<file path="src/rtl/gpu_pkg.sv">
// Shared types and default widths for the GPU memory path.
// Provides the arbiter state encoding and the index-width helper.
package gpu_pkg;

  localparam int unsigned DEF_DATA_WIDTH = 8;
  localparam int unsigned DEF_ADDR_WIDTH = 4;

  typedef enum logic [1:0] {
    IDLE    = 2'd0,
    ISSUE   = 2'd1,
    WAIT    = 2'd2,
    RESPOND = 2'd3
  } arb_state_t;

  // Width of a core index; a single core still needs one bit to carry it.
  function automatic int unsigned idx_width(input int unsigned n);
    return (n > 1) ? $clog2(n) : 1;
  endfunction

endpackage

</file>
<file path="src/rtl/mem_arbiter_rr_picker.sv">
// Combinational round-robin picker: first requester at or after ptr wins.
// ptr is always kept below NUM_CORES by the owner.
module rr_picker
  import gpu_pkg::*;
#(
  parameter  int unsigned NUM_CORES = 2,
  localparam int unsigned IDX_W     = idx_width(NUM_CORES)
) (
  input  logic [NUM_CORES-1:0] req,
  input  logic [IDX_W-1:0]     ptr,
  output logic                 grant_valid,
  output logic [IDX_W-1:0]     grant_idx
);

  int unsigned cand;

  // Walk offsets from farthest to nearest so the nearest requester is written last.
  always_comb begin
    grant_valid = 1'b0;
    grant_idx   = '0;
    cand        = 0;
    for (int k = int'(NUM_CORES) - 1; k >= 0; k--) begin
      cand = 32'(ptr) + 32'(k);
      if (cand >= NUM_CORES) begin
        cand = cand - NUM_CORES;
      end
      if (req[IDX_W'(cand)]) begin
        grant_valid = 1'b1;
        grant_idx   = IDX_W'(cand);
      end
    end
  end

endmodule

</file>
<file path="src/rtl/mem_arbiter.sv">
// Round-robin arbiter serialising per-core load/store requests onto one memory port.
// One transaction in flight; completion is reported only on the memory response.
module mem_arbiter
  import gpu_pkg::*;
#(
  parameter int unsigned NUM_CORES  = 2,
  parameter int unsigned DATA_WIDTH = DEF_DATA_WIDTH,
  parameter int unsigned ADDR_WIDTH = DEF_ADDR_WIDTH
) (
  input  logic                            clk,
  input  logic                            reset,
  input  logic [NUM_CORES-1:0]            core_req_valid,
  input  logic [NUM_CORES-1:0]            core_req_write,
  input  logic [NUM_CORES*ADDR_WIDTH-1:0] core_req_addr,
  input  logic [NUM_CORES*DATA_WIDTH-1:0] core_req_wdata,
  output logic [NUM_CORES-1:0]            core_req_ready,
  output logic [NUM_CORES-1:0]            core_resp_valid,
  output logic [DATA_WIDTH-1:0]           core_resp_rdata,
  output logic                            mem_req_valid,
  output logic                            mem_req_write,
  output logic [ADDR_WIDTH-1:0]           mem_req_addr,
  output logic [DATA_WIDTH-1:0]           mem_req_wdata,
  input  logic                            mem_req_ready,
  input  logic                            mem_resp_valid,
  input  logic [DATA_WIDTH-1:0]           mem_resp_rdata,
  output logic                            busy
);

  localparam int unsigned IDX_W = idx_width(NUM_CORES);

  arb_state_t            state_q, state_d;
  logic [IDX_W-1:0]      ptr_q, ptr_d;
  logic [IDX_W-1:0]      idx_q, idx_d;
  logic                  wr_q, wr_d;
  logic [ADDR_WIDTH-1:0] addr_q, addr_d;
  logic [DATA_WIDTH-1:0] wdata_q, wdata_d;
  logic [NUM_CORES-1:0]  ready_q, ready_d;
  logic [NUM_CORES-1:0]  resp_valid_q, resp_valid_d;
  logic [DATA_WIDTH-1:0] rdata_q, rdata_d;
  logic                  mem_valid_q, mem_valid_d;
  logic                  busy_q, busy_d;

  logic                  grant_valid;
  logic [IDX_W-1:0]      grant_idx;

  rr_picker #(
    .NUM_CORES (NUM_CORES)
  ) u_rr_picker (
    .req         (core_req_valid),
    .ptr         (ptr_q),
    .grant_valid (grant_valid),
    .grant_idx   (grant_idx)
  );

  // Next-state and registered-output logic.
  always_comb begin
    state_d      = state_q;
    ptr_d        = ptr_q;
    idx_d        = idx_q;
    wr_d         = wr_q;
    addr_d       = addr_q;
    wdata_d      = wdata_q;
    ready_d      = '0;
    resp_valid_d = '0;
    rdata_d      = '0;
    mem_valid_d  = 1'b0;

    case (state_q)
      IDLE: begin
        if (grant_valid) begin
          idx_d              = grant_idx;
          wr_d               = core_req_write[grant_idx];
          addr_d             = core_req_addr[32'(grant_idx)*ADDR_WIDTH +: ADDR_WIDTH];
          wdata_d            = core_req_wdata[32'(grant_idx)*DATA_WIDTH +: DATA_WIDTH];
          ready_d[grant_idx] = 1'b1;
          mem_valid_d        = 1'b1;
          state_d            = ISSUE;
        end
      end
      ISSUE: begin
        // Request fields are the latch registers, so they hold until the handshake.
        if (mem_req_ready) begin
          state_d = WAIT;
        end else begin
          mem_valid_d = 1'b1;
        end
      end
      WAIT: begin
        if (mem_resp_valid) begin
          resp_valid_d[idx_q] = 1'b1;
          rdata_d             = wr_q ? '0 : mem_resp_rdata;
          state_d             = RESPOND;
        end
      end
      RESPOND: begin
        if (32'(idx_q) == NUM_CORES - 1) begin
          ptr_d = '0;
        end else begin
          ptr_d = idx_q + IDX_W'(1);
        end
        state_d = IDLE;
      end
      default: begin
        state_d = IDLE;
      end
    endcase

    busy_d = (state_d != IDLE);
  end

  always_ff @(posedge clk or posedge reset) begin
    if (reset) begin
      state_q      <= IDLE;
      ptr_q        <= '0;
      idx_q        <= '0;
      wr_q         <= 1'b0;
      addr_q       <= '0;
      wdata_q      <= '0;
      ready_q      <= '0;
      resp_valid_q <= '0;
      rdata_q      <= '0;
      mem_valid_q  <= 1'b0;
      busy_q       <= 1'b0;
    end else begin
      state_q      <= state_d;
      ptr_q        <= ptr_d;
      idx_q        <= idx_d;
      wr_q         <= wr_d;
      addr_q       <= addr_d;
      wdata_q      <= wdata_d;
      ready_q      <= ready_d;
      resp_valid_q <= resp_valid_d;
      rdata_q      <= rdata_d;
      mem_valid_q  <= mem_valid_d;
      busy_q       <= busy_d;
    end
  end

  assign core_req_ready  = ready_q;
  assign core_resp_valid = resp_valid_q;
  assign core_resp_rdata = rdata_q;
  assign mem_req_valid   = mem_valid_q;
  assign mem_req_write   = wr_q;
  assign mem_req_addr    = addr_q;
  assign mem_req_wdata   = wdata_q;
  assign busy            = busy_q;

endmodule

</file>
<file path="config.mk">
export PLATFORM = sky130hd
export DESIGN_NAME = mem_arbiter
export DESIGN_NICKNAME = d
export VERILOG_FILES = /design/src/rtl/gpu_pkg.sv /design/src/rtl/mem_arbiter_rr_picker.sv /design/src/rtl/mem_arbiter.sv
export SDC_FILE = /design/constraint.sdc
export NUM_CORES = 1
export LEC_CHECK = 0
export CAP_MARGIN = 15
export CORE_MARGIN = 2
export CORE_UTILIZATION = 41
export DETAILED_ROUTE_END_ITERATION = 8
export PLACE_DENSITY = 0.81
export SLEW_MARGIN = 20
export SYNTH_ARGS = -nofsm -noshare
export SYNTH_HDL_FRONTEND = slang
export SYNTH_SLANG_ARGS = --single-unit
export TNS_END_PERCENT = 1
</file>
<file path="constraint.sdc">
create_clock -name clk -period 3.1 [get_ports clk]
set_input_delay 0.465 -clock clk [delete_from_list [all_inputs] [get_ports clk]]
set_output_delay 0.465 -clock clk [all_outputs]
set_load 0.02 [all_outputs]
</file>
Fig. 1: run 1, routed metal, one color a layer
Only two layers are drawn.
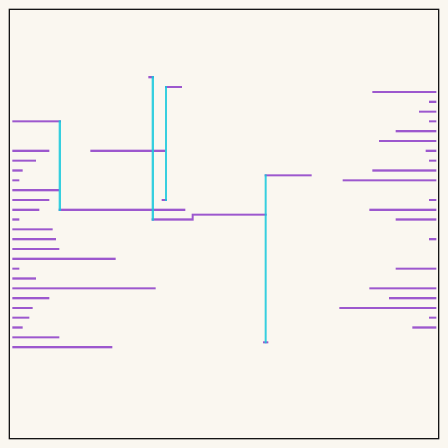
purple -> metal 3  # wire length 270 um
cyan -> metal 4  # wire length 70.7 um

Fig. 2: run 1, clock nets
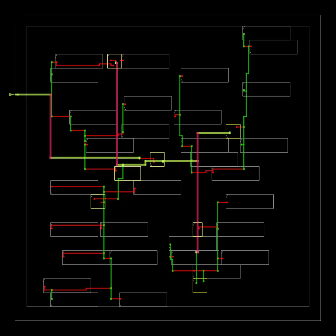
number of clock buffers inserted by TritonCTS: 5
clock latency on the worst-skew pair: 0.33 ns
clock network power: 0.237 mW

Fig. 3: run 1, clock wires, drivers and flops
The bar under the picture is 20 um long.
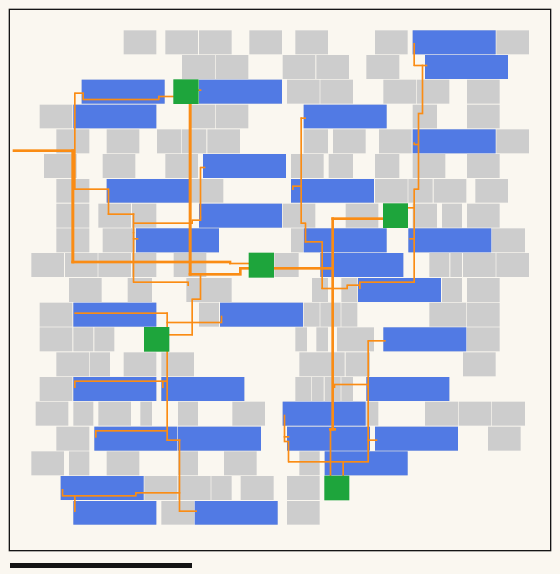
blue -> flip-flops  # count 31
orange -> clock wires  # length 367 um
green -> clock drivers  # count 5
flops lie = all over the die

==> impl_summary.log, run 1 <==
[flow] summary of implementation run
INFO  metric cts-root-buf = sky130_fd_sc_hd__clkbuf_4
INFO  metric regToRegEndpoint = mem_req_addr[0]
INFO  metric route.antenna.remaining_nets = 0
INFO  metric area_fraction_of_the_dominant_cell_type_after_synthesis = 61.9%
INFO  metric rsz0062_at_grt = false
INFO  metric worst_setup_path_end_kind = primary output
INFO  metric ir_worst_vdd = 0.000395 V
INFO  metric leakagePower = 0.840 nW
INFO  metric totalWireLength = 3040 um
INFO  metric critPathTopFamily = buffers and inverters
INFO  metric drt_first_pass_iters = 4
INFO  metric io_pins = 67
INFO  metric fin_crit = 1.83 ns
INFO  metric synth.net_count = 138
INFO  metric crit_path_top_delay_cell = sky130_fd_sc_hd__clkdlybuf4s50_1
INFO  metric clk_slew_on_worst_s_h_paths = 0.10 ns
INFO  metric maximum_number_of_pins_on_one_net_before_global_route_repair = 32
INFO  metric worst_r2r_startpoint = state_q[1]
INFO  metric final.setup.tns = 0 ns
INFO  metric final-seq-area = 776 um2
INFO  metric synth_top_cell_by_area = sky130_fd_sc_hd__dfrtp_1
INFO  metric first_global_vias = 1073
INFO  metric cts_setup_buffers = 0
INFO  metric numSynthFlops = 31
INFO  metric capture_point_of_the_worst_path = mem_req_write
INFO  metric area_growth = 55.4%
INFO  metric total_routing_usage_reported_by_global_routing = 18.8%
INFO  metric top_cells_by_count = sky130_fd_sc_hd__dfrtp_1, sky130_fd_sc_hd__a21boi_0, sky130_fd_sc_hd__a221o_1
INFO  metric holdBufCountCts = 0
INFO  metric die_area = 3520 um2
INFO  metric cap_violations = 0
INFO  metric grt_first_pass_wirelength = 4720 um
INFO  metric worst_r2r_path_depth = 3
INFO  metric first_iter_violations = 53
INFO  metric hold_viol = 0
INFO  metric die_width = 59.3 um
INFO  metric fillerInstances = 246
INFO  metric fraction_of_registers_with_async_set_reset = 100%
INFO  metric gpl.final_weighted_congestion = 0.694
INFO  metric critical_path_required = 2.63 ns
INFO  metric placement.io_buffers = 66
INFO  metric hold_path_class = reg -> reg
INFO  metric synthFlopType = sky130_fd_sc_hd__dfrtp_1
INFO  metric wl_per_cell = 15.6 um
INFO  metric core-area = 2980 um2
INFO  metric routed_via_density = 5.26
INFO  metric final_min_period_over_clock_period = 58.9%
INFO  metric clock-sinks = 31
INFO  metric cts_tree = yes
INFO  metric synth.yosys.warnings = 0
INFO  metric synth-edff-count = 0
INFO  metric core_util_floorplan = 42.1%
INFO  metric hpwlAfterDp = 2180 um
INFO  metric criticalPathCategory = reg -> out
INFO  metric cp.buffers_inverters = 1
INFO  metric reg2reg_setup_slack = 1.47 ns
INFO  metric htree_num_levels = 2
INFO  metric worstPathMaxFanout = 3
INFO  metric final_max_slew_viol_count = 0
INFO  metric timing.critical_path.from_type = register
INFO  metric nNetsFinal = 202
INFO  metric worst-path-stages = 1
INFO  metric synthDistinctLibCells = 22
INFO  metric setup_violation_total_in_the_final_timing_report = 0
INFO  metric mi_logic_area = 407 um2
INFO  metric syn-instance-count = 98
INFO  metric cpPeakStageDelay = 0.62 ns
INFO  metric outcome = finished, final reports clean
INFO  metric synth_dominant_cell_count = sky130_fd_sc_hd__dfrtp_1
INFO  metric ctsLongestPathBuffers = 2
INFO  metric cts-resized-gates = 0
INFO  metric syn_avg_cell_area = 12.8 um2
INFO  metric overflow = 0
INFO  metric worstPathArrival = 1.36 ns
INFO  metric report.power.total = 1.62 mW
INFO  metric fraction_of_final_layout_cells_sized_beyond_drive_strength_1 = 6.17%
INFO  metric detail_route.drc_violations = 0
INFO  metric crit_chain = clkdlybuf4s50_1
INFO  metric timing.slew.headroom = 57.4%
INFO  metric initial_antenna_violation_count = 0
INFO  metric synth-cells-yosys = 98
INFO  metric fmax = 547 MHz
INFO  metric worst-slew-pin-transition = 0.637 ns
INFO  metric final.setup_skew = 0.0150 ns
INFO  metric core.rowCount = 20
INFO  metric yosysChipArea = 1250 um2
INFO  metric yosys-top-cells-area = sky130_fd_sc_hd__dfrtp_1, sky130_fd_sc_hd__a221o_1, sky130_fd_sc_hd__a21boi_0
INFO  metric stage_log_warnings = 26
INFO  metric power_density = 831 nW/um2
INFO  metric first_element_of_the_critical_path = mem_req_write
INFO  metric die_height = 59.3 um
INFO  metric syn_area = 1250 um2
INFO  metric antenna_diode_count = 0
INFO  metric postSynthSeqShare = 61.9%
INFO  metric num_vias = 1025
[run 1: sequential cells by signal, summed over array words and instances (netlist names)]
name / count
core_resp_rdata: 8
busy: 1
ptr_q: 1
core_resp_valid: 2
state_q: 2
idx_q: 1
mem_req_addr: 4
mem_req_wdata: 8
mem_req_valid: 1
mem_req_write: 1
core_req_ready: 2
[run 1: final cells by class]
cell class	count	area share, %
Timing Repair Buffer	66	33.9
Clock buffer	6	2.63
Tap cell	33	2.12
Sequential cell	31	39.8
Inverter	2	0.385
Clock inverter	1	0.257
Multi-Input combinational cell	56	20.9
[run 1: placed cells by master, fill, tap and decap left out, types with 2 or more instances in the layout]
cell / n
sky130_fd_sc_hd__a21boi_0: 13
sky130_fd_sc_hd__a21oi_1: 3
sky130_fd_sc_hd__a221o_1: 13
sky130_fd_sc_hd__and2_1: 8
sky130_fd_sc_hd__clkbuf_4: 5
sky130_fd_sc_hd__clkdlybuf4s50_1: 66
sky130_fd_sc_hd__dfrtp_1: 31
sky130_fd_sc_hd__nand2_1: 2
sky130_fd_sc_hd__nand2b_1: 2
sky130_fd_sc_hd__nor2_1: 5
sky130_fd_sc_hd__or2_1: 2
[run 1: power breakdown]
group	total [mW]	internal, mW	switching [mW]
combinational	0.738	0.388	0.349
sequential	0.644	0.544	0.101
clock	0.237	0.105	0.133
[run 1: metrics by stage]
stage                     instance area [um2]  hold slack, ns  worst slack [ns]  util (%)  instances
final                                    1950           0.490              1.27      65.4        195
after floorplan                          1250           0.426              1.75         -         98
after CTS                                1950           0.483              1.27      65.4        195
after detailed placement                 1890           0.455              1.15      63.5        188
after global placement                   1890           0.452              1.21      63.5        188
after global routing                     1950           0.519              1.25      65.4        195
[run 1: per-layer routing]
metal,part of all wire [%],GRT usage (%)
met1,41,22.4
met2,48,29.2
met4,2.3,11.4
met5,0,0
met3,8.8,6.33
[run 1: cell families (layout without fill, tap and decap cells)]
group	after synthesis	in the layout	share of synthesized area (%)
AND-OR/OR-AND	31	31	20.3
buffers and inverters	11	75	5.69
flip-flops	31	31	61.9
multiplexers	1	1	0.798
AND/OR/NAND/NOR	24	24	11.4
[run 1: how the worst min path moves through the flow]
stage                          to  depth (start not counted)  slack, ns   from
3_3_place_gp   core_resp_valid[0]                          1       0.45  idx_q
2_1_floorplan  core_resp_valid[0]                          1       0.43  idx_q
5_1_grt        core_resp_valid[0]                          1       0.52  idx_q
6_report       core_resp_valid[0]                          1       0.49  idx_q
4_1_cts        core_resp_valid[0]                          1       0.48  idx_q
3_5_place_dp   core_resp_valid[0]                          1       0.45  idx_q
Fig. 4: run 1, placed cells, one color a class
The bar under the picture is 20 um long.
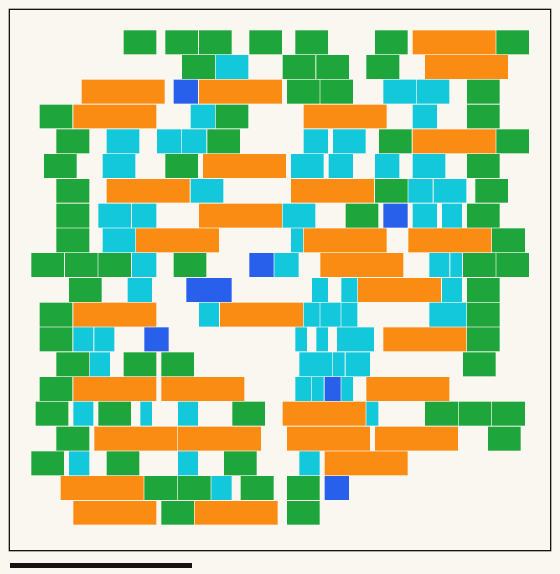

## Run 2: what changed since run 1
CORE_UTILIZATION = 34   (was 41)
PLACE_DENSITY = 0.71   (was 0.81)
clock period = 1.5 ns   (was 3.1 ns; I/O delays follow)
Fig. 5: run 2, placed cells, one color a class
The bar under the picture is 20 um long.
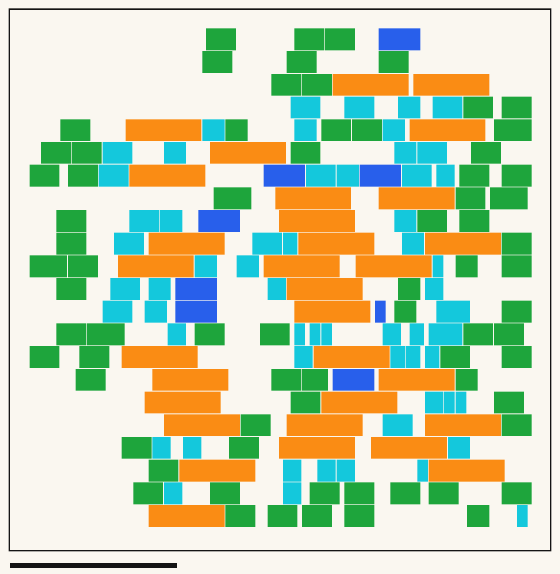
cyan -> combinational and other logic  # cells 58, share of their area 21%
green -> remaining buffers and delay cells  # cells 72, share of their area 36%
blue -> clock drivers and dummy loads  # cells 8, share of their area 5.0%
orange -> sequential cells  # cells 31, share of their area 39%
final core occ: 57.4%
Site Rows: 22
area of all placed cells without fillers: 2070 um2

Fig. 6: run 2, clock nets
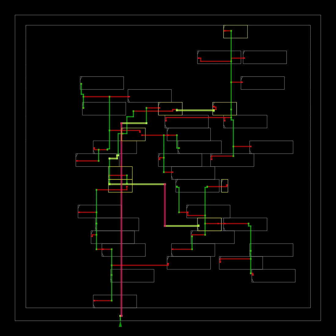
total number of sequential cells: 31
number of sinks on the clock net: 31
clock network power: 0.705 mW
clock latency on the worst-skew pair: 0.27 ns

==> run 2 against run 1 <==
Compared with the run above:
- sequential power grew 100%
- register-to-register slack worse by 1.3 ns
- critical path depth is the same
- worst hold slack worse by 0.16 ns
- combinational power up 110%
- clock power increased to 3.0 times the previous value
- synthesized area unchanged
- flip-flop count unchanged
- cell count is 11% higher
- highest routed layer unchanged
==> impl_summary.log, run 2 <==
[flow] summary of implementation run
INFO  metric cpPeakStageDelay = 0.61 ns (was 0.62 ns)
INFO  metric synth-cells-yosys = 98 (unchanged)
INFO  metric stage_log_warnings = 26 (unchanged)
INFO  metric synth.net_count = 138 (unchanged)
INFO  metric final.hold.worst_slack = 0.330 ns (was 0.490 ns)
INFO  metric yosysChipArea = 1250 um2 (unchanged)
INFO  metric cap_violations = 0 (unchanged)
INFO  metric area_growth = 65.2% (was 55.4%)
INFO  metric gpl.final_weighted_congestion = 0.716 (was 0.694)
INFO  metric synth-edff-count = 0 (unchanged)
INFO  metric final.setup.tns = 0 ns (unchanged)
INFO  metric fmax = 683 MHz
INFO  metric first_global_vias = 1051 (was 1073)
INFO  metric grt_first_pass_wirelength = 5000 um (was 4720 um)
INFO  metric detail_route.drc_violations = 0 (unchanged)
INFO  metric syn_area = 1250 um2 (unchanged)
INFO  metric leakagePower = 0.951 nW (was 0.840 nW)
INFO  metric cts-root-buf = sky130_fd_sc_hd__clkbuf_8 (was sky130_fd_sc_hd__clkbuf_4)
INFO  metric timing.slew.headroom = 74.8% (was 57.4%)
INFO  metric core_util_floorplan = 34.8% (was 42.1%)
INFO  metric placement.io_buffers = 66 (unchanged)
INFO  metric io_pins = 67 (unchanged)
INFO  metric worstPathArrival = 1.24 ns (was 1.36 ns)
INFO  metric nNetsFinal = 208 (was 202)
INFO  metric layout_top_cell = sky130_fd_sc_hd__clkdlybuf4s50_1 (unchanged)
INFO  metric core-area = 3610 um2 (was 2980 um2)
INFO  metric syn-instance-count = 98 (unchanged)
INFO  metric synth.yosys.warnings = 0 (unchanged)
INFO  metric crit_chain = clkdlybuf4s50_1 (unchanged)
INFO  metric num_vias = 1029 (was 1025)
INFO  metric ir_worst_vdd = 0.000698 V (was 0.000395 V)
INFO  metric hpwlAfterDp = 2300 um (was 2180 um)
INFO  metric numSynthFlops = 31 (unchanged)
INFO  metric htree_num_levels = 2 (unchanged)
INFO  metric criticalPathCategory = reg -> out (unchanged)
INFO  metric rsz0062_at_grt = false (unchanged)
INFO  metric final_min_period_over_clock_period = 97.6%
INFO  metric dp_slack = -0.227 ns (was 1.15 ns)
INFO  metric worst_setup_path_end_kind = primary output (unchanged)
INFO  metric syn_avg_cell_area = 12.8 um2 (unchanged)
INFO  metric worst-slew-pin-transition = 0.378 ns (was 0.637 ns)
INFO  metric wl_per_cell = 14.2 um (was 15.6 um)
INFO  metric initial_antenna_violation_count = 0 (unchanged)
INFO  metric critical_path_required = 1.27 ns (was 2.63 ns)
INFO  metric finalWorstSetupSlack = 0.0356 ns (was 1.27 ns)
INFO  metric maximum_number_of_pins_on_one_net_before_global_route_repair = 32 (unchanged)
INFO  metric die_width = 64.7 um (was 59.3 um)
INFO  metric routed_via_density = 4.74 (was 5.26)
INFO  metric timing.critical_path.from_type = register (unchanged)
INFO  metric die_height = 64.7 um (was 59.3 um)
INFO  metric total_routing_usage_reported_by_global_routing = 16.0% (was 18.8%)
INFO  metric most-common-layout-cells = sky130_fd_sc_hd__clkdlybuf4s50_1, sky130_fd_sc_hd__dfrtp_1, sky130_fd_sc_hd__a21boi_0, sky130_fd_sc_hd__a221o_1, sky130_fd_sc_hd__and2_1 (unchanged)
INFO  metric cts_tree = yes (unchanged)
INFO  metric ctsLongestPathBuffers = 2 (unchanged)
INFO  metric fin_crit = 1.46 ns
INFO  metric synthFlopType = sky130_fd_sc_hd__dfrtp_1 (unchanged)
INFO  metric power_density = 1740 nW/um2 (was 831 nW/um2)
INFO  metric fillerInstances = 324 (was 246)
INFO  metric tritoncts.num_buffers = 5 (unchanged)
INFO  metric area_fraction_of_the_dominant_cell_type_after_synthesis = 61.9% (unchanged)
INFO  metric synth_top_cell_by_area = sky130_fd_sc_hd__dfrtp_1 (unchanged)
INFO  metric antenna_diode_count = 0 (unchanged)
INFO  metric cp.buffers_inverters = 1 (unchanged)
INFO  metric first_iter_violations = 58 (was 53)
INFO  metric outcome = finished, final reports clean (unchanged)
INFO  metric final_max_slew_viol_count = 0 (unchanged)
INFO  metric cts_setup_buffers = 0 (unchanged)
INFO  metric top_cells_by_count = sky130_fd_sc_hd__dfrtp_1, sky130_fd_sc_hd__a21boi_0, sky130_fd_sc_hd__a221o_1 (unchanged)
INFO  metric hold_path_class = in -> async (was reg -> reg)
INFO  metric setup_violation_total_in_the_final_timing_report = 0 (unchanged)
INFO  metric clk_slew_on_worst_s_h_paths = 0.06 ns (was 0.10 ns)
INFO  metric crit_path_top_delay_cell = sky130_fd_sc_hd__clkdlybuf4s50_1 (unchanged)
INFO  metric critPathTopFamily = buffers and inverters (unchanged)
INFO  metric yosys-top-cells-area = sky130_fd_sc_hd__dfrtp_1, sky130_fd_sc_hd__a221o_1, sky130_fd_sc_hd__a21boi_0 (unchanged)
INFO  metric fraction_of_registers_with_async_set_reset = 100% (unchanged)
INFO  metric die_area = 4190 um2 (was 3520 um2)
INFO  metric final.setup_skew = 0.000931 ns (was 0.0150 ns)
INFO  metric fraction_of_final_layout_cells_sized_beyond_drive_strength_1 = 10.7% (was 6.17%)
INFO  metric totalWireLength = 3080 um (was 3040 um)
INFO  metric synth_dominant_cell_count = sky130_fd_sc_hd__dfrtp_1 (unchanged)
INFO  metric route.antenna.remaining_nets = 0 (unchanged)
INFO  metric overflow = 0 (unchanged)
INFO  metric hold_viol = 0 (unchanged)
INFO  metric synthDistinctLibCells = 22 (unchanged)
INFO  metric drt_first_pass_iters = 4 (unchanged)
INFO  metric worstPathMaxFanout = 2 (was 3)
INFO  metric postSynthSeqShare = 61.9% (unchanged)
Fig. 7: run 2, clock wires, drivers and flops
The bar under the picture is 20 um long.
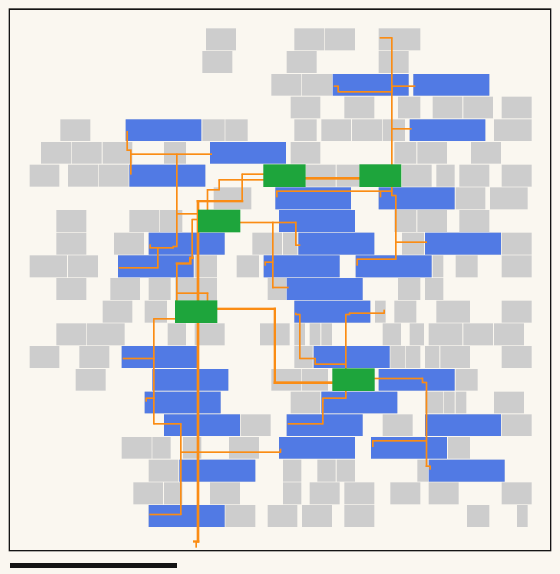
blue -> flip-flops  # count 31
orange -> clock wires  # length 378 um
green -> clock drivers  # count 5
routed clock nets = 6

[run 2: cell families (layout without fill, tap and decap cells)]
logic type | Yosys count | count (layout) | share of synthesized area [%]
mux | 1 | 1 | 0.798
buf+inv | 11 | 82 | 5.69
simple gates | 24 | 24 | 11.4
compound gates | 31 | 31 | 20.3
flops | 31 | 31 | 61.9
[run 2: worst paths after layout]
kind / startpoint / end / slack (ns) / cells past startpoint
worst min register to register: idx_q / core_resp_valid[0] / 0.46 / 1
max in group asynchronous: reset / mem_req_addr[0] / 0.90 / 3
min in group clk: idx_q / core_resp_valid[0] / 0.46 / 1
worst max register to register: state_q[0] / mem_req_wdata[7] / 0.16 / 3
worst max-delay path: mem_req_addr[1] / mem_req_addr[1] / 0.04 / 1
worst min-delay path: reset / mem_req_valid / 0.33 / 3
[run 2: what timing repair did]
action | in CTS | in global routing
hold buffers | 0 | 0
endpoints found under the hold margin | 0 | 0
cloned | 0 | 0
gates resized | 1 | 8
setup endpoints to repair | 1 | 25
pin swaps | 0 | 0
[run 2: metal layers]
layer / track usage (%) / up-vias / wire length (um)
li1: - / 490 / -
met1: 20.0 / 490 / 1290
met2: 25.5 / 45 / 1550
met3: 4.17 / 4 / 184
met4: 7.98 / 0 / 49
met5: 0 / - / 0
[run 2: cell type report]
type                       instances  area [um2]  area share (%)
tap                               48        60.1            2.90
timing repair buffer              72         717            34.6
inverter                           2        7.51           0.363
clock buffer                       8         100            4.83
sequential                        31         776            37.5
multi-input combinational         56         410            19.8
[run 2: metrics by stage]
stage / cells / power [mW] / instance area (um2)
4_1_cts: 217 / 3.64 / 2050
3_5_place_dp: 209 / 2.94 / 1960
5_1_grt: 217 / 3.82 / 2070
6_report: 217 / 3.60 / 2070
2_1_floorplan: 98 / 2.24 / 1250
3_3_place_gp: 209 / 2.90 / 1960
[run 2: where the power goes]
| part | switching, mW | internal [mW] | leakage, nW |
|---|---|---|---|
| registers | 0.184 | 1.13 | 0.396 |
| clock network | 0.287 | 0.418 | 0.0515 |
| logic | 0.751 | 0.831 | 0.503 |
Fig. 8: run 2, PDN straps and rails
Pins as bars on the die edge.
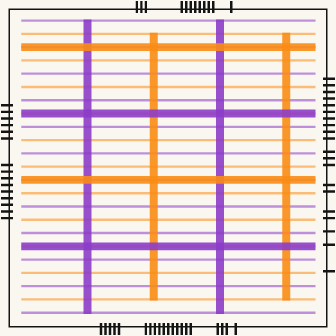

## Run 3: what changed since run 2
CORE_MARGIN = unset   (was 2)
GPL_TIMING_DRIVEN = 0   (was unset)
Fig. 9: run 3, PDN straps and rails
Pins as bars on the die edge.
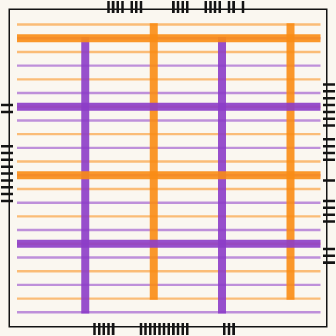
purple -> VSS
orange -> VDD
signal pins = 67
met1 rails = 22
met4 straps = 4
rows = 21
met5 straps = 4
Die H: 62.7 um
Die Width: 62.7 um
VDD IR max: 0.000673 V
area of the core region: 3440 um2

Fig. 10: run 3, placed cells, one color a class
The bar under the picture is 20 um long.
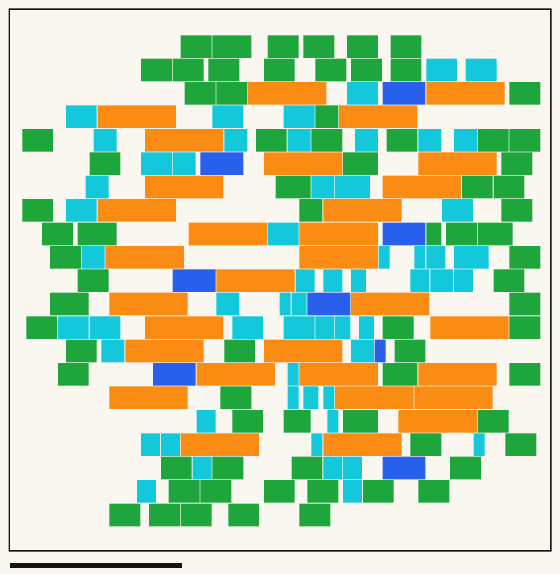
green -> remaining buffers and delay cells  # cells 74, share of their area 37%
blue -> clock drivers and dummy loads  # cells 8, share of their area 4.9%
orange -> sequential cells  # cells 31, share of their area 38%
cyan -> combinational and other logic  # cells 58, share of their area 20%
final core occ: 60.7%
register share of the cell area: 37.1%

Fig. 11: run 3, clock wires, drivers and flops
The bar under the picture is 20 um long.
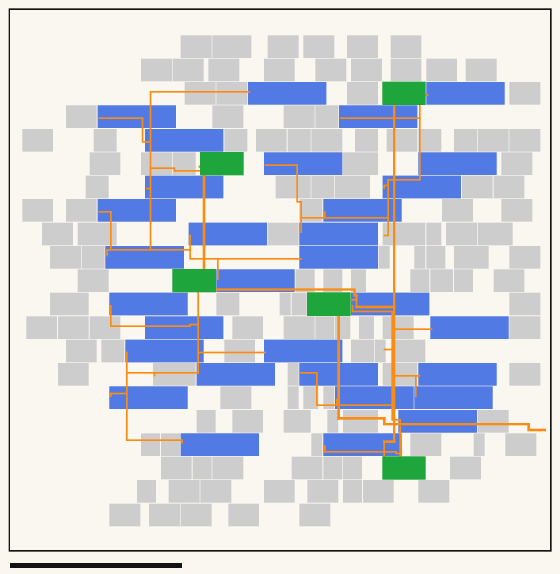
blue -> flip-flops  # count 31
green -> clock drivers  # count 5
orange -> clock wires  # length 395 um
routed clock nets = 6

==> run 3 against run 2 <==
Compared with the run above:
- sequential power shrank 4%
- cell area grew 0.97%
- die size shrank 6.1%
- worst setup slack lost 0.0032 ns
- non-clock buffer count grew 2
- core utilization grew 3.3 points
==> impl_summary.log, run 3 <==
[flow] summary of implementation run
INFO  metric overflow = 0 (unchanged)
INFO  metric most-common-layout-cells = sky130_fd_sc_hd__clkdlybuf4s50_1, sky130_fd_sc_hd__dfrtp_1, sky130_fd_sc_hd__a21boi_0, sky130_fd_sc_hd__a221o_1, sky130_fd_sc_hd__and2_1 (unchanged)
INFO  metric syn_avg_cell_area = 12.8 um2 (unchanged)
INFO  metric cp.buffers_inverters = 1 (unchanged)
INFO  metric final-seq-area = 776 um2 (unchanged)
INFO  metric synthFlopType = sky130_fd_sc_hd__dfrtp_1 (unchanged)
INFO  metric clock-sinks = 31 (unchanged)
INFO  metric timing.critical_path.from_type = register (unchanged)
INFO  metric detail_route.drc_violations = 0 (unchanged)
INFO  metric yosys-dominant-comb-family = AND-OR/OR-AND gates (unchanged)
INFO  metric fraction_of_registers_with_async_set_reset = 100% (unchanged)
INFO  metric crit_chain = clkdlybuf4s50_1 (unchanged)
INFO  metric syn-instance-count = 98 (unchanged)
INFO  metric yosys-top-cells-area = sky130_fd_sc_hd__dfrtp_1, sky130_fd_sc_hd__a221o_1, sky130_fd_sc_hd__a21boi_0 (unchanged)
INFO  metric first_iter_violations = 33 (was 58)
INFO  metric wl_per_cell = 14.5 um (was 14.2 um)
INFO  metric leakagePower = 0.941 nW (was 0.951 nW)
INFO  metric io_pins = 67 (unchanged)
INFO  metric fin_crit = 1.47 ns (was 1.46 ns)
INFO  metric ctsLongestPathBuffers = 2 (unchanged)
INFO  metric gpl.final_weighted_congestion = 0.734 (was 0.716)
INFO  metric fraction_of_final_layout_cells_sized_beyond_drive_strength_1 = 10.5% (was 10.7%)
INFO  metric clk_slew_on_worst_s_h_paths = 0.06 ns (about the same)
INFO  metric maximum_number_of_pins_on_one_net_before_global_route_repair = 32 (unchanged)
INFO  metric clock_latency = 0.28 ns (was 0.27 ns)
INFO  metric synth-edff-count = 0 (unchanged)
INFO  metric grt_first_pass_wirelength = 5130 um (was 5000 um)
INFO  metric route.antenna.remaining_nets = 0 (unchanged)
INFO  metric yosys.area_share.xor_xnor = 0% (unchanged)
INFO  metric yosysChipArea = 1250 um2 (unchanged)
INFO  metric layout_top_cell = sky130_fd_sc_hd__clkdlybuf4s50_1 (unchanged)
INFO  metric synth.yosys.warnings = 0 (unchanged)
INFO  metric worst_r2r_startpoint = state_q[1] (was state_q[0])
INFO  metric timing.slew.headroom = 58.3% (was 74.8%)
INFO  metric regToRegEndpoint = mem_req_wdata[0] (was mem_req_wdata[7])
INFO  metric worst_setup_path_end_kind = primary output (unchanged)
INFO  metric hold_path_class = in -> async (unchanged)
INFO  metric initial_antenna_violation_count = 0 (unchanged)
INFO  metric total_routing_usage_reported_by_global_routing = 17.2% (was 16.0%)
INFO  metric fmax = 681 MHz (was 683 MHz)
INFO  metric critPathTopFamily = buffers and inverters (unchanged)
INFO  metric cts-root-buf = sky130_fd_sc_hd__clkbuf_8 (unchanged)
INFO  metric worstPathArrival = 1.24 ns (about the same)
INFO  metric synth_top_cell_by_area = sky130_fd_sc_hd__dfrtp_1 (unchanged)
INFO  metric rsz0062_at_grt = false (unchanged)
INFO  metric placement.io_buffers = 66 (unchanged)
INFO  metric post_synth_fa_ha_maj_area_fraction = 0% (unchanged)
INFO  metric tritoncts.num_buffers = 5 (unchanged)
INFO  metric synthDistinctLibCells = 22 (unchanged)
INFO  metric final_min_period_over_clock_period = 97.8% (was 97.6%)
INFO  metric power_density = 1770 nW/um2 (was 1740 nW/um2)
INFO  metric fillerInstances = 282 (was 324)
INFO  metric criticalPathCategory = reg -> out (unchanged)
INFO  metric htree_num_levels = 2 (unchanged)
INFO  metric holdBufCountCts = 0 (unchanged)
INFO  metric first_global_vias = 1053 (was 1051)
INFO  metric synth.area.mux_share = 0.798% (unchanged)
INFO  metric worst_r2r_path_depth = 6 (was 3)
INFO  metric totalWireLength = 3150 um (was 3080 um)
INFO  metric stage_log_warnings = 26 (unchanged)
INFO  metric cts_setup_buffers = 0 (unchanged)
INFO  metric report.power.total = 3.70 mW (was 3.60 mW)
INFO  metric die_area = 3930 um2 (was 4190 um2)
INFO  metric area_growth = 66.8% (was 65.2%)
INFO  metric hold_viol = 0 (unchanged)
INFO  metric final_max_slew_viol_count = 0 (unchanged)
INFO  metric critical_path_required = 1.27 ns (about the same)
INFO  metric drt_first_pass_iters = 4 (unchanged)
INFO  metric routed_via_density = 4.77 (was 4.74)
INFO  metric hpwlAfterDp = 2340 um (was 2300 um)
INFO  metric final.setup_skew = 0.00543 ns (was 0.000931 ns)
INFO  metric num_vias = 1035 (was 1029)
INFO  metric crit_path_top_delay_cell = sky130_fd_sc_hd__clkdlybuf4s50_1 (unchanged)
INFO  metric synth-simple-area-share = 11.4% (unchanged)
INFO  metric reg2reg_setup_slack = 0.07 ns (was 0.16 ns)
INFO  metric mi_logic_area = 407 um2 (was 410 um2)
INFO  metric aoi_share = 20.3% (unchanged)
INFO  metric synth.net_count = 138 (unchanged)
INFO  metric syn_area = 1250 um2 (unchanged)
INFO  metric worstPathMaxFanout = 2 (unchanged)
INFO  metric postSynthSeqShare = 61.9% (unchanged)
INFO  metric dpl_cell_area = 1970 um2 (was 1960 um2)
INFO  metric cts_tree = yes (unchanged)
INFO  metric setup_violation_total_in_the_final_timing_report = 0 (unchanged)
INFO  metric numSynthFlops = 31 (unchanged)
INFO  metric antenna_diode_count = 0 (unchanged)
INFO  metric outcome = finished, final reports clean (unchanged)
INFO  metric worst-slew-pin-transition = 0.625 ns (was 0.378 ns)
INFO  metric cpPeakStageDelay = 0.61 ns (about the same)
INFO  metric cap_violations = 0 (unchanged)
INFO  metric synth_dominant_cell_count = sky130_fd_sc_hd__dfrtp_1 (unchanged)
INFO  metric nNetsFinal = 210 (was 208)
INFO  metric core_util_floorplan = 36.4% (was 34.8%)
INFO  metric core.rowCount = 21 (was 22)
INFO  metric final.setup.tns = 0 ns (unchanged)
INFO  metric top_cells_by_count = sky130_fd_sc_hd__dfrtp_1, sky130_fd_sc_hd__a21boi_0, sky130_fd_sc_hd__a221o_1 (unchanged)
INFO  metric layout.cell_area.non_filler = 2090 um2 (was 2070 um2)
INFO  metric area_fraction_of_the_dominant_cell_type_after_synthesis = 61.9% (unchanged)
INFO  metric synth-cells-yosys = 98 (unchanged)
[run 3: cell counts after synthesis]
No cell type changed its count.
[run 3: metrics by stage]
step | worst slack [ns] | cells | hold WS [ns]
after CTS | 0.0141 | 218 | 0.370
after global placement | -0.311 | 210 | 0.461
final | 0.0324 | 217 | 0.341
after floorplan | 0.158 | 98 | 0.329
after global routing | 0.00286 | 217 | 0.400
after detailed placement | -0.352 | 210 | 0.473
[run 3: timing repair]
action,4_1_cts,5_1_grt
resized,4,7
pin swaps,0,0
setup endpoints to repair,10,12
[run 3: layout make-up]
type / instances / share of cell area (%)
buffer: 8 / 3.65
clock buffer: 8 / 4.79
inverter: 2 / 0.359
multi-input combinational: 56 / 19.4
sequential: 31 / 37.1
tap: 46 / 2.75
timing repair buffer: 66 / 31.9
[run 3: report_power, final]
part	total [mW]	leakage, nW	internal [mW]	switching (mW)
Combinational	1.72	0.494	0.904	0.820
Clock	0.716	0.0515	0.418	0.298
Sequential	1.26	0.396	1.13	0.131
[run 3: kinds of logic after synthesis]
group	after synthesis
AND-OR/OR-AND	31
AND/OR/NAND/NOR	24
flip-flops	31
buffers and inverters	11
multiplexers	1
[run 3: how the worst max path moves through the flow]
stage,from,to,slack (ns),depth (start not counted)
2_1_floorplan,state_q[0],mem_req_addr[0],0.16,6
3_3_place_gp,core_req_valid[1],mem_req_addr[3],-0.31,6
3_5_place_dp,core_req_valid[1],mem_req_addr[0],-0.35,6
4_1_cts,core_req_valid[1],mem_req_write,0.01,6
5_1_grt,mem_req_wdata[0],mem_req_wdata[0],0.003,1
6_report,mem_req_addr[0],mem_req_addr[0],0.03,1
[run 3: routing by layer]
layer	wire length (um)	vias to the layer above	track usage, %
met4	68	0	7.85
met1	1310	495	20.8
met3	153	7	4.56
li1	-	495	-
met5	0	-	0
met2	1610	38	28.7
Power and IR drop assume default switching activity.
